<file path="config.mk">
export PLATFORM = sky130hd
export DESIGN_NAME = arm_stream_reader
export DESIGN_NICKNAME = d
export VERILOG_FILES = /design/src/rtl/arm_stream_reader_pkg.sv /design/src/rtl/arm_stream_buf.sv /design/src/rtl/arm_stream_reader.sv
export SDC_FILE = /design/constraint.sdc
export NUM_CORES = 1
export LEC_CHECK = 0
export CAP_MARGIN = 30
export CORE_ASPECT_RATIO = 0.7
export CORE_UTILIZATION = 47
export DETAILED_ROUTE_END_ITERATION = 6
export PLACE_DENSITY_LB_ADDON = 0.12
export SLEW_MARGIN = 10
export SYNTH_ARGS = -nofsm -noshare
export SYNTH_HDL_FRONTEND = slang
export SYNTH_SLANG_ARGS = --single-unit
</file>
<file path="constraint.sdc">
create_clock -name clk -period 4.9 [get_ports clk]
set_input_delay 0.49 -clock clk [delete_from_list [all_inputs] [get_ports clk]]
set_output_delay 0.49 -clock clk [all_outputs]
set_load 0.05 [all_outputs]
</file>
<file path="src/rtl/arm_stream_reader_pkg.sv">
// Shared constants for the translated-instruction stream reader.
package arm_stream_reader_pkg;

  localparam int          ARS_ADDRESS_WIDTH = 10;
  localparam logic [31:0] ARS_RET_WORD      = 32'hE12FFF1E;  // BX LR
  localparam int          ARS_BUF_DEPTH     = 2;

  typedef enum logic [1:0] {
    ARS_IDLE  = 2'd0,
    ARS_RUN   = 2'd1,
    ARS_DRAIN = 2'd2
  } ars_state_e;

endpackage

</file>
<file path="src/rtl/arm_stream_buf.sv">
// Two-entry FIFO between the RAM read port and the consumer handshake.
// The head register is presented directly; valid is registered and tracks
// "count != 0" after every update. The caller guarantees no push when full
// and no pop when empty.
module arm_stream_buf (
  input  logic        clk,
  input  logic        reset,
  input  logic        clear,
  input  logic        push,
  input  logic [31:0] push_data,
  input  logic        pop,
  output logic [1:0]  count,
  output logic [31:0] head,
  output logic        valid
);

  logic [31:0] tail;
  logic [1:0]  count_nxt;

  // Occupancy after this cycle's push/pop.
  always_comb begin
    count_nxt = count + {1'b0, push} - {1'b0, pop};
  end

  // Storage shift and occupancy update; head always holds the oldest word.
  always_ff @(posedge clk) begin
    if (!reset) begin
      head  <= '0;
      tail  <= '0;
      count <= '0;
      valid <= 1'b0;
    end else if (clear) begin
      count <= '0;
      valid <= 1'b0;
    end else begin
      count <= count_nxt;
      valid <= (count_nxt != 2'd0);
      case ({push, pop})
        2'b10: begin
          if (count == 2'd0) head <= push_data;
          else               tail <= push_data;
        end
        2'b01: head <= tail;
        2'b11: begin
          if (count == 2'd1) begin
            head <= push_data;
          end else begin
            head <= tail;
            tail <= push_data;
          end
        end
        default: ;
      endcase
    end
  end

endmodule

</file>
<file path="src/rtl/arm_stream_reader.sv">
// Consumer end of the translated-instruction RAM: reads committed words in
// order, buffers them behind a valid/ready port and stops after the
// method-return word.
module arm_stream_reader
  import arm_stream_reader_pkg::*;
#(
  parameter int          ADDRESS_WIDTH = ARS_ADDRESS_WIDTH,
  parameter logic [31:0] RET_WORD      = ARS_RET_WORD,
  parameter int          BUF_DEPTH     = ARS_BUF_DEPTH
) (
  input  logic                     clk,
  input  logic                     reset,
  input  logic                     start,
  input  logic [ADDRESS_WIDTH-1:0] base_addr,
  input  logic [ADDRESS_WIDTH-1:0] wr_ptr,
  output logic                     mem_rd_en,
  output logic [ADDRESS_WIDTH-1:0] mem_rd_addr,
  input  logic [31:0]              mem_rd_data,
  output logic [31:0]              out_data,
  output logic                     out_valid,
  input  logic                     out_ready,
  output logic [ADDRESS_WIDTH-1:0] rd_ptr,
  output logic                     busy,
  output logic                     done,
  output logic [ADDRESS_WIDTH-1:0] inst_count
);

  ars_state_e state;
  logic       inflight;
  logic [1:0] buf_count;
  logic       accept;
  logic       ret_on_bus;
  logic       issue;
  logic [2:0] credit_used;
  logic [2:0] credit_limit;

  // Handshake, credit and stop decisions for this cycle. A pop in the same
  // cycle frees a slot before the new datum lands, which is what allows one
  // word per cycle with only two entries. A return word on the read bus
  // blocks the next issue so nothing past it is ever fetched.
  always_comb begin
    accept       = out_valid && out_ready;
    ret_on_bus   = inflight && (mem_rd_data == RET_WORD);
    credit_used  = {1'b0, buf_count} + {2'b00, inflight};
    credit_limit = 3'(BUF_DEPTH) + {2'b00, accept};
    issue        = (state == ARS_RUN) && (rd_ptr != wr_ptr) && !ret_on_bus &&
                   (credit_used < credit_limit);
    mem_rd_en    = issue;
    mem_rd_addr  = rd_ptr;
    busy         = (state != ARS_IDLE);
    done         = (state == ARS_DRAIN) && accept && (out_data == RET_WORD);
  end

  arm_stream_buf u_buf (
    .clk       (clk),
    .reset     (reset),
    .clear     ((state == ARS_IDLE) && start),
    .push      (inflight),
    .push_data (mem_rd_data),
    .pop       (accept),
    .count     (buf_count),
    .head      (out_data),
    .valid     (out_valid)
  );

  // Sequencing FSM with read pointer, in-flight flag and accepted-word count.
  always_ff @(posedge clk) begin
    if (!reset) begin
      state      <= ARS_IDLE;
      rd_ptr     <= '0;
      inflight   <= 1'b0;
      inst_count <= '0;
    end else begin
      inflight <= issue;
      if (issue)  rd_ptr     <= rd_ptr + 1'b1;
      if (accept) inst_count <= inst_count + 1'b1;
      case (state)
        ARS_IDLE: begin
          if (start) begin
            state      <= ARS_RUN;
            rd_ptr     <= base_addr;
            inst_count <= '0;
          end
        end
        ARS_RUN: begin
          if (ret_on_bus) state <= ARS_DRAIN;
        end
        ARS_DRAIN: begin
          if (done) state <= ARS_IDLE;
        end
        default: state <= ARS_IDLE;
      endcase
    end
  end

endmodule

</file>
Figure 1. Clock wires, drivers and flops (run 1).
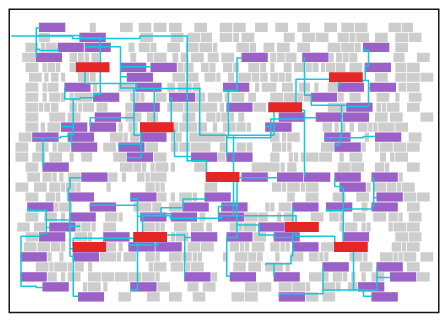
legend:
  red:
    item: clock drivers
    count: 9
  purple:
    item: flip-flops
    count: 90
  cyan:
    item: clock wires
    length: 1120 um
flops lie: spread over the die

Figure 2. Signal metal coverage by tile (run 1).
The die is cut into 23 by 16 equal tiles; black is low, pale yellow is high, scaled to the fullest tile. Values are wire area over tile area, all layers added.
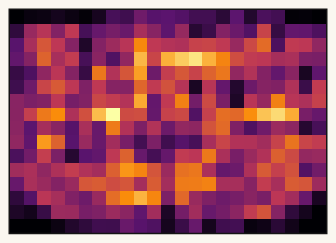
fullest tile: 0.46
mean over tiles: 0.18
tiles over half the peak: 29%
nearly empty tiles: 3.0%

Figure 3. Gate families picked out (run 1).
The bar under the picture is 20 um long.
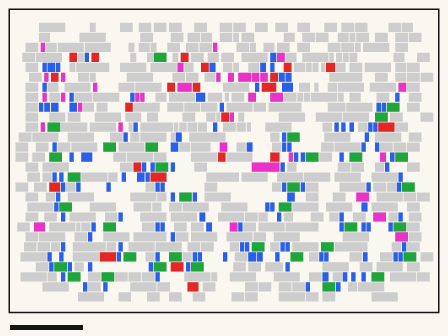
legend:
  red:
    family: AND and OR gates
    cells: 22
  blue:
    family: NAND gates
    cells: 131
  green:
    family: multiplexers
    cells: 34
  magenta:
    family: NOR gates
    cells: 33

Figure 4. Cell placement (run 1).
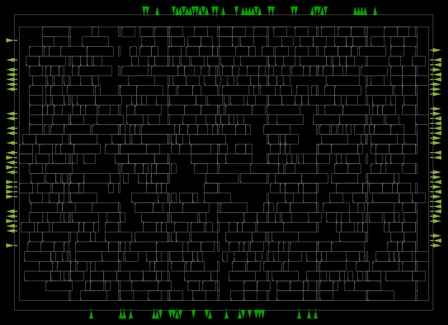
Tapcells: 120
row cnt: 28
Finished Core Util: 67.4%

==> flow_metrics.tcl, run 1 <==
# implementation run metrics
set metrics [dict create \
    p_per_area_nw_per_um2 333 \
    synthCells 486 \
    clock_latency_ps 340 \
    sh_comb_area_pct 39.4 \
    drc 0 \
    vias 3816 \
    routedWlPerCell_um 15.4 \
    grt_pass1_wl_um 17200 \
    comb_cell_power_uw 464 \
    reg_top3 "u_buf.head x32, u_buf.tail x32" \
    synth_top_flop_cell "dfxtp_1" \
    yosys_warnings 0 \
    rsz0062_at_grt "no" \
    grtUsageMet3_pct 5.84 \
    critPathCapture "mem_rd_en" \
    cts_tree "yes" \
    critPathRequiredTime_ps 4410 \
    post_cts_resized 0 \
    final-clk-cell-share_pct 4.98 \
    p_sw_share_pct 30.5 \
    status "completed" \
    ys_sh_adder_pct 1.74 \
    maxSlewViolCount 0 \
    synth_area_um2 4330 \
    max_cap_violations 0 \
    max_freq_mhz 277 \
    flop_area_um2 1800 \
    seq_share_pct 30.7 \
    dp_cells 693 \
    fp.dieArea_um2 9600 \
    vias_per_cell 5.39 \
    pg_clk_uw 669 \
    final_cell_mix "clkdlybuf4s50_1, nand2_1, dfxtp_1" \
    grt_max_degree 49 \
    total_power_mw 1.95 \
    critical_path.top_delay_family "simple AND/OR/NAND/NOR gates" \
    cts_num_sinks 90 \
    grt_use_met1_pct 32.6 \
    yosysMostFrequentCell "nand2_1" \
    clockPowerShare_pct 34.3 \
    ff2ff_path_depth 7 \
    route.met3.wl_um 728 \
    async_reset_ff_share_pct 0 \
    io-pin-count 122 \
    fin_skew_ps 5.17 \
    logic_area_um2 2310 \
    top_logic_kind "simple AND/OR/NAND/NOR gates" \
    clockBufferDepth 2 \
    p_leak_nw 2.64 \
    drt_first_iter_violations 206 \
    powerSeq_uw 818 \
    period_used_pct 73.7 \
    fillers 732 \
    die_w_um 117 \
    globalplace.congestion 0.788 \
    clockRootBuffer "clkbuf_16" \
    power_top_consumer "sequential cells" \
    lay_top_count "clkdlybuf4s50_1" \
    yosys.area_share.aoi_pct 17.3 \
    seq_area_frac_synth_pct 41.7 \
    slowest_stage "clkdlybuf4s50_1" \
    hpwlAfterDp_um 7660 \
    period_minus_slack_ps 3610 \
    tightest_slew_ps 883 \
    ys_area_um2 4330 \
    grt_overflow 0 \
    p_sw_uw 595 \
    m1WireLength_um 5240 \
    synthXorXnorAreaFrac_pct 5.26 \
    yosys-top-cells-count "nand2_1, dfxtp_1, mux2i_1" \
    cp-startpoint "mem_rd_data[21]" \
    critPathKind "in2out" \
    nonClkBufAreaFrac_pct 21.7 \
    tns_ps 0 \
    holdCritStartpoint "u_buf.tail[28]" \
    dp_slack_ps 1320 \
    simple_gate_area_share_pct 21.0 \
    grt_usage_pct 23.7 \
    dominant-cell-class "combinational gates" \
    ys_ff 90 \
    cp.depth 6 \
    p_comb_share_pct 23.8 \
    mux_share_pct 7.87 \
    hold_slack_ps 463 \
    cpPeakStageDelay_ps 740 \
    grt-busiest-layer "met2" \
    setup_ws_ps 1290 \
    comb_cells 348 \
    fin_cells 708 \
    yosys.area.top_type "dfxtp_1" \
    finalNetCount 646 \
    hp-class "reg2reg" \
    flops 90 \
    design.core.area_um2 8690 \
    path_buffers 2 \
    syn_to_final_growth_pct 35.5 \
    p_seq_share_pct 41.9 \
    rrSetupSlack_ps 2420 \
    htreeDepth 3 \
    cts_setup_buffers 0 \
    ir_drop_mv 0.231 \
    top_cell_area_share_pct 41.7 \
    portBuffers 121 \
    grt_pass1_vias 3513 \
    max-slew-margin-rel_pct 41.0 \
    nNonClkInverters 9 \
    nNonClkBuffers 126 \
    numCtsBuffers 9 \
    n_antenna_cell 0 \
    fp_util_pct 49.8 \
    clk_pin_slew_ps 60 \
    dpl_cell_area_um2 5570 \
    warnings 26 \
    finalInstanceArea_um2 5860 \
    synth.distinct_cells 38 \
    intPower_mw 1.36 \
    ys_cells 486 \
    worstPathArrival_ps 3120 \
    fp_nets 548 \
    hold_violations 0 \
    crit_top_cell "clkdlybuf4s50_1" \
    die_h_um 82.3 \
    wl_met2_um 4860 \
    crit_path_cell_trace "clkdlybuf4s50_1 > nor4bb_1 > nand4_1 > nor4_4 > nor3_2 > clkdlybuf4s50_1" \
    critPathCaptureType "output port" \
    antenna_found_initial 0 \
    synthTopCellsByArea "dfxtp_1, nand2_1, mux2i_1" \
    edf_count 0 \
    final_layout_size_suffix_gt1_share_pct 4.93 \
]
Figure 5. Layout detail (run 1).
The bar under the picture is 10 um long. Region (46, 12) to (71, 37) um. Cells in gray, sequential cells in the stronger gray; small squares are vias.
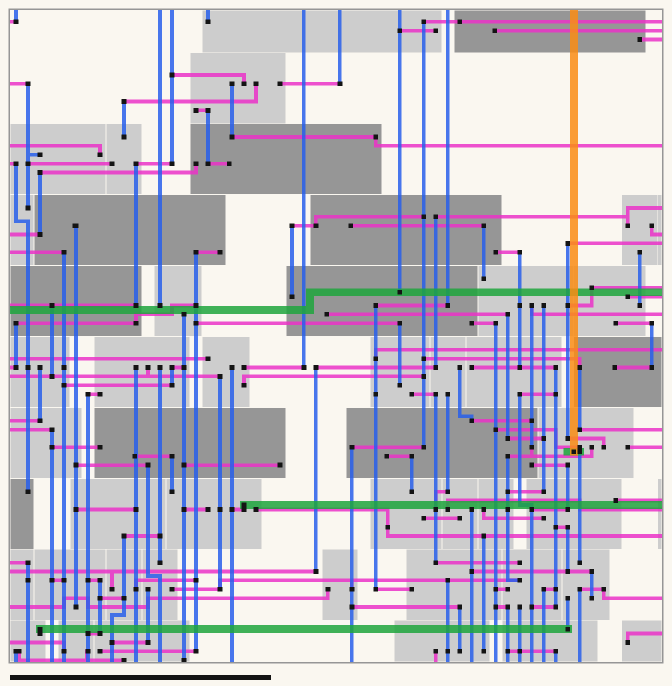

==> inputs of run 2 (changes only) <==
clock period = 3.5 ns   (was 4.9 ns; I/O delays follow)
Figure 6. Layout detail (run 2).
The bar under the picture is 10 um long. Region (46, 12) to (71, 37) um. Cells in gray, sequential cells in the stronger gray; small squares are vias.
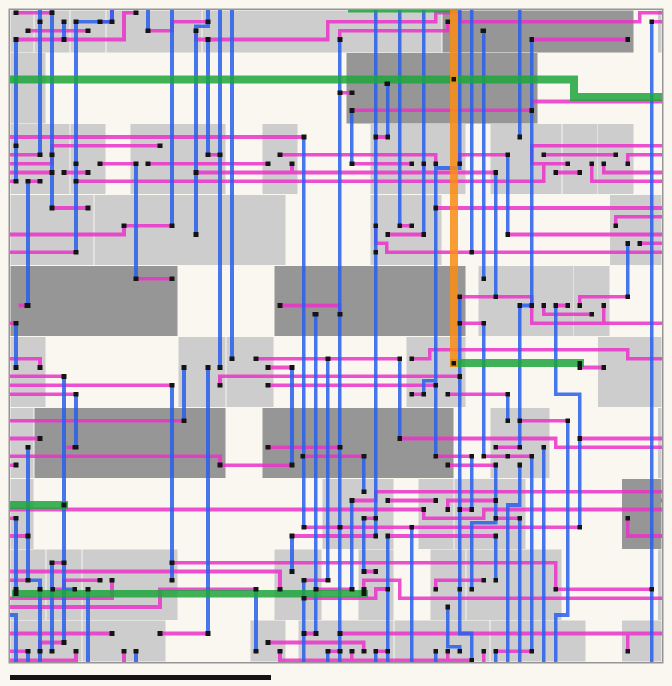
legend:
  orange:
    layer: metal 4
  blue:
    layer: metal 2
  green:
    layer: metal 3
  magenta:
    layer: metal 1
sequential cells in the window: 6
most frequent: nand2_1 (14), dfxtp_1 (6)
netlist names of flops here include: u_buf.head (4), u_buf.tail (2)
cells with their middle in the window: 45

Figure 7. Signal metal coverage by tile (run 2).
The die is cut into 23 by 16 equal tiles; black is low, pale yellow is high, scaled to the fullest tile. Values are wire area over tile area, all layers added.
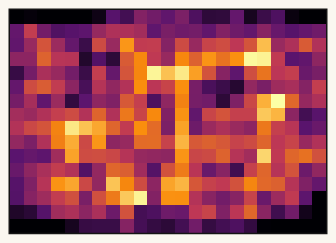
nearly empty tiles: 5.2%
emptiest ninth of the die: top left
fullest tile: 0.42
mean over tiles: 0.18
tiles over half the peak: 38%
routed vias: 3782
GRT Resource Usage Total: 23.7%

==> run 2 against run 1 <==
  * Setup slack worse by 770 ps
  * Utilization is 0.16 points higher
  * Register-to-register slack worse by 1400 ps
  * Synthesized cell count stayed put
  * Clock power is 43% higher
  * Power is 41% higher
  * Worst hold slack worse by 1.7 ps
  * Sequential power is 41% higher
  * Final cell count is 0.14% higher
  * Sequential cell count stayed put
  * Non-clock buffer count is 2 higher
  * Critical path type is now reg2out
==> flow_metrics.tcl, run 2 <==
# implementation run metrics
set metrics [dict create \
    grt-busiest-layer "met2" \
    ys_ff 90 \
    critical_path.top_delay_family "simple AND/OR/NAND/NOR gates" \
    grt_pass1_wl_um 17400 \
    synth_top_flop_cell "dfxtp_1" \
    fin_skew_ps 3.21 \
    yosysMostFrequentCell "nand2_1" \
    grt_pass1_vias 3556 \
    grtUsageMet3_pct 6.20 \
    status "completed" \
    critPathRequiredTime_ps 3150 \
    syn_to_final_growth_pct 35.8 \
    ys_sh_adder_pct 1.74 \
    route.met3.wl_um 571 \
    p_per_area_nw_per_um2 469 \
    crit_path_cell_trace "ha_1 > nand3b_1 > a2111o_1 > nor3_2 > dlymetal6s2s_1" \
    critPathCaptureType "output port" \
    yosys.area_share.aoi_pct 17.3 \
    ys_area_um2 4330 \
    power_top_consumer "sequential cells" \
    tightest_slew_ps 646 \
    comb_cell_power_uw 651 \
    p_sw_uw 830 \
    dp_cells 695 \
    lay_top_count "clkdlybuf4s50_1" \
    critPathCapture "mem_rd_en" \
    drt_first_iter_violations 232 \
    post_cts_resized 0 \
    clockBufferDepth 2 \
    sh_comb_area_pct 39.3 \
    synthXorXnorAreaFrac_pct 5.26 \
    yosys_warnings 0 \
    fin_cells 709 \
    finalNetCount 648 \
    tns_ps 0 \
    cts_setup_buffers 0 \
    mux_share_pct 7.87 \
    numCtsBuffers 9 \
    vias_per_cell 5.33 \
    yosys-top-cells-count "nand2_1, dfxtp_1, mux2i_1" \
    rows 28 \
    logic_area_um2 2310 \
    total_power_mw 2.76 \
    synth_area_um2 4330 \
    cp.depth 5 \
    period_used_pct 85.0 \
    dpl_cell_area_um2 5580 \
    clockPowerShare_pct 34.8 \
    portBuffers 121 \
    pg_clk_uw 958 \
    hp-class "reg2reg" \
    routedWlPerCell_um 15.4 \
    p_leak_nw 2.66 \
    flops 90 \
    comb_cells 348 \
    period_minus_slack_ps 2980 \
    critPathKind "reg2out" \
    async_reset_ff_share_pct 0 \
    worstPathArrival_ps 2630 \
    grt_use_met1_pct 33.3 \
    top_logic_kind "simple AND/OR/NAND/NOR gates" \
    nNonClkBuffers 128 \
    cts_tree "yes" \
    ys_cells 486 \
    max-slew-margin-rel_pct 56.8 \
    cts_num_sinks 90 \
    holdCritStartpoint "u_buf.tail[29]" \
    final_cell_mix "clkdlybuf4s50_1, nand2_1, dfxtp_1" \
    synthTopCellsByArea "dfxtp_1, nand2_1, mux2i_1" \
    seq_share_pct 30.7 \
    num_tap_cells 120 \
]
Power and IR drop assume default switching activity.
